==> src/rtl/ped_phase_ctrl.sv <==
// ped_phase_ctrl: pedestrian crossing phase scheduler with request latch, pause and per-phase tick timing
module ped_phase_ctrl #(
  parameter int GREEN_MIN = 10,
  parameter int YELLOW_T  = 3,
  parameter int ALLRED_T  = 1,
  parameter int WALK_T    = 10,
  parameter int FLASH_T   = 5
) (
  input  logic       clk,
  input  logic       rst,
  input  logic       tick,
  input  logic       ped_btn,
  input  logic       pause_sw,
  output logic       car_r,
  output logic       car_y,
  output logic       car_g,
  output logic       ped_walk,
  output logic       ped_stop,
  output logic       ped_pending,
  output logic [3:0] remain,
  output logic       cnt_change,
  output logic       cnt_pause
);
  typedef enum logic [2:0] {GREEN, YELLOW, RED1, WALK, FLASH, RED2} state_t;
  state_t state, nxt;
  logic btn_s1, btn_s2, btn_d, pause_s1;
  logic req, step, adv;
  function automatic logic [3:0] dur(state_t s);
    return s == GREEN  ? 4'(GREEN_MIN) :
           s == YELLOW ? 4'(YELLOW_T)  :
           s == WALK   ? 4'(WALK_T)    :
           s == FLASH  ? 4'(FLASH_T)   : 4'(ALLRED_T);
  endfunction
  assign req  = btn_s2 & ~btn_d;
  assign step = tick & ~cnt_pause;
  // GREEN only leaves once its minimum has run out and a request is waiting
  assign adv  = step && remain == 4'd1 && (state != GREEN || ped_pending);
  always_comb
    nxt = !adv            ? state  :
          state == GREEN  ? YELLOW :
          state == YELLOW ? RED1   :
          state == RED1   ? WALK   :
          state == WALK   ? FLASH  :
          state == FLASH  ? RED2   : GREEN;
  always_ff @(posedge clk or negedge rst)
    if (!rst) begin
      btn_s1      <= 1'b0;
      btn_s2      <= 1'b0;
      btn_d       <= 1'b0;
      pause_s1    <= 1'b0;
      cnt_pause   <= 1'b0;
      state       <= GREEN;
      remain      <= 4'(GREEN_MIN);
      ped_pending <= 1'b0;
      car_r       <= 1'b0;
      car_y       <= 1'b0;
      car_g       <= 1'b1;
      ped_walk    <= 1'b0;
      ped_stop    <= 1'b1;
      cnt_change  <= 1'b0;
    end else begin
      btn_s1      <= ped_btn;
      btn_s2      <= btn_s1;
      btn_d       <= btn_s2;
      pause_s1    <= pause_sw;
      cnt_pause   <= pause_s1;
      state       <= nxt;
      remain      <= adv ? dur(nxt) : (step && remain > 4'd1) ? remain - 4'd1 : remain;
      // entering WALK serves the request, so it beats a same-cycle edge
      ped_pending <= (adv && nxt == WALK) ? 1'b0 :
                     (req && state inside {GREEN, YELLOW, RED1}) ? 1'b1 : ped_pending;
      car_g       <= nxt == GREEN;
      car_y       <= nxt == YELLOW;
      car_r       <= !(nxt == GREEN || nxt == YELLOW);
      ped_walk    <= nxt == WALK || (nxt == FLASH && (adv ? 1'b1 : step ? ~ped_walk : ped_walk));
      ped_stop    <= !(nxt == WALK || nxt == FLASH);
      cnt_change  <= adv && (nxt == WALK || nxt == RED2);
    end
endmodule

==> config.mk <==
export PLATFORM = sky130hd
export DESIGN_NAME = ped_phase_ctrl
export DESIGN_NICKNAME = d
export VERILOG_FILES = /design/src/rtl/ped_phase_ctrl.sv
export SDC_FILE = /design/constraint.sdc
export NUM_CORES = 1
export LEC_CHECK = 0
export ABC_AREA = 0
export CAP_MARGIN = 40
export CELL_PAD_IN_SITES_DETAIL_PLACEMENT = 1
export CELL_PAD_IN_SITES_GLOBAL_PLACEMENT = 1
export CORE_ASPECT_RATIO = 0.75
export CORE_MARGIN = 1
export CORE_UTILIZATION = 25
export DETAILED_ROUTE_END_ITERATION = 16
export PLACE_DENSITY_LB_ADDON = 0.1
export SLEW_MARGIN = 20
export SYNTH_ARGS = -nofsm -noshare
export SYNTH_HDL_FRONTEND = slang
export SYNTH_SLANG_ARGS = --single-unit
==> constraint.sdc <==
create_clock -name clk -period 2.1 [get_ports clk]
set_input_delay 0.21 -clock clk [delete_from_list [all_inputs] [get_ports clk]]
set_output_delay 0.21 -clock clk [all_outputs]
set_load 0.01 [all_outputs]
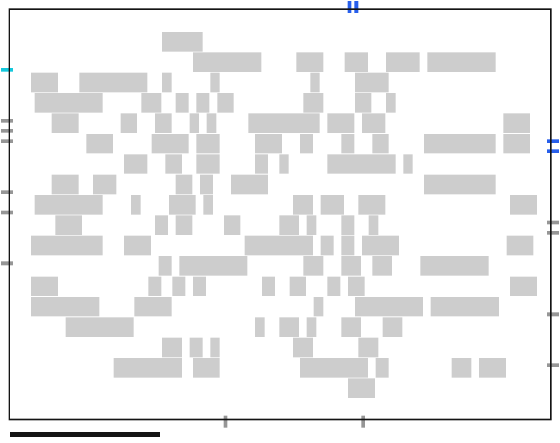
Figure 1: ports around the boundary.
The bar under the picture is 20 microns long. Pins as bars across the die edge, other pins in gray.
legend:
  cyan:
    port: clk
    pins: 1
    direction: input
    edge: west
  blue:
    port: remain
    pins: 4
    direction: output
    edge: 2 east, 2 north

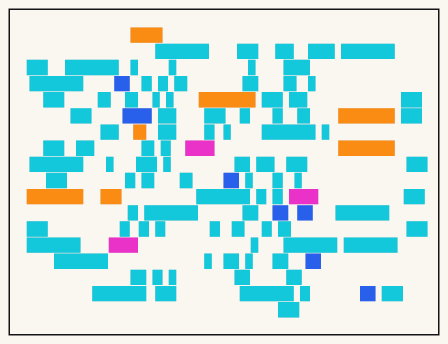
Figure 2: sizing map.
legend:
  magenta:
    size: drive 6 and up
    cells: 3
  cyan:
    size: drive 1 or less
    cells: 95
  blue:
    size: drive 3 to 4
    cells: 7
  orange:
    size: drive 2
    cells: 7
synth-to-layout area growth: 32.9%
buffers outside the clock class: 22
post-layout worst setup margin: 330 ps

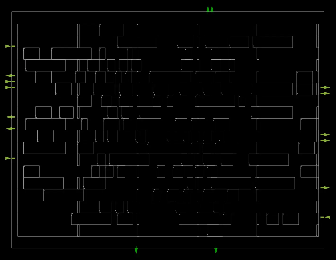
Figure 3: cell outlines without signal wires.
number of standard cells in the layout, taps in and fillers out: 162
fill cell total of the finished layout: 392

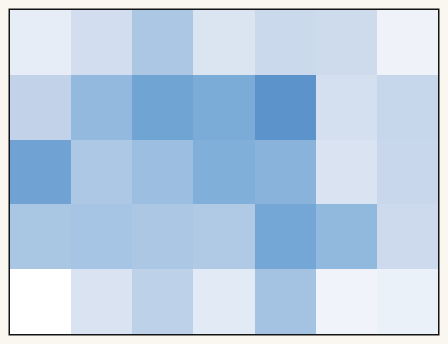
Figure 4: cell area per tile.
7 x 5 tiles, from white (low) to dark blue (high), 0 to 100% covered.
nearly empty tiles: 2.9%
mean over tiles: 30%
densest ninth of the die: center
fullest tile: 60%

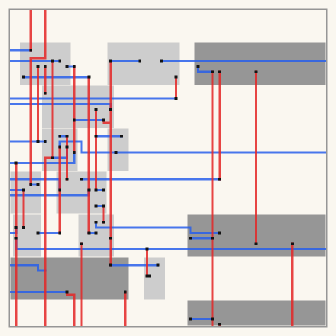
Figure 5: layout detail.
Region (44, 31) to (64, 51) microns. Cells in gray, sequential cells in the stronger gray; small squares are vias.
legend:
  red:
    layer: met2
  blue:
    layer: met1
netlist names of flops here include: remain (2)
cells with their middle in the window: 14
sequential cells in the window: 4

==> run summary <==
Physical design

Looking at the clock tree report, the root buffer type is clkbuf_8. The slew at the pin with the worst max-slew slack stands at 417 ps. Per the cell usage report, the commonest logic cells after layout are clkdlybuf4s50_1 (16), dfrtp_1 (15), nor2_1 (8).

CTS built an H-tree with a depth of 1. The via count of the first global-routing pass stands at 829. The via density per instance stands at 4.88. The combinational cell fraction of total power stands at 48.6%. The number of DRC markers in iteration 0 stands at 23. The count of library flops with an enable pin stands at 0. The run finished with clean final reports. The depth of the worst register-to-register path stands at 4. Input and output buffers added on the ports amount to 16. The total of flip-flops plus latches after synthesis stands at 19. The worst clock skew on the final layout stands at 2.30 ps. The internal power stands at 1.03 mW. The core occupancy in the finished layout stands at 36.0%. The Yosys chip area stands at 921 sq um. Before any placement, the netlist area is recorded as 921 sq um. Per report_power, the top consumer among the power groups is combinational logic. The cell family contributing the most delay on the critical path is simple AND/OR/NAND/NOR gates. The worst-case max-slew headroom was logged as 71.8%. The number of buffers inserted during clock tree synthesis stands at 3.

The critical path data required time stands at 2280 ps. The synthesized netlist cell count stands at 90. TritonCTS built the clock tree. After synthesis, the largest family of logic cells by area is simple AND/OR/NAND/NOR gates. From left edge to right edge, the die measures 72.1 microns. The yosys synthesis warning count stands at 0.

The largest net degree at the start of global routing stands at 20. The number of antenna violations at the first check in global routing stands at 0. The share of total power dissipated in the clock network is 15.7%.

Counting tap cells, the placed design contains a total of 158 instances. The fraction of met2 tracks used by global routing stands at 22.3%. Setup repair after global routing left no endpoint under its margin. Among all flip-flop cells after synthesis, the most frequent one is dfrtp_1. The total power per unit cell area stands at 1390 nW/um^2. STA classifies the critical path endpoint as a flop. The top cell type in the final layout, fill and taps aside, is clkdlybuf4s50_1. The max-slew violation count stands at 0. 17 I/O pins were placed.
## area by class of cell
class,count,area [sq um]
fillers,392,2180
clock buffers,4,45.0
multi-input cells,64,419
well taps,50,62.6
repair buffers,22,205
flip-flops and latches,19,480
inverters,3,11.3
## stage by stage
stage,setup WS [ps],hold slack (ps),instance area (sq um)
2_1_floorplan,424,-85.6,921
3_3_place_gp,174,340,1170
3_5_place_dp,154,338,1170
4_1_cts,142,294,1220
5_1_grt,167,324,1220
6_report,330,284,1220
## logic make-up (layout without fill, tap and decap cells)
kind of cell | count (synthesis) | after routing
xor gates and xnor gates | 1 | 1
AOI/OAI and AO/OA | 25 | 25
and+or+nand+nor | 34 | 34
DFF | 19 | 19
muxes | 2 | 2
adders and majority gates | 2 | 2
buffers and inverters | 7 | 29
No activity file was given, so power comes from the tool's default toggle rates.
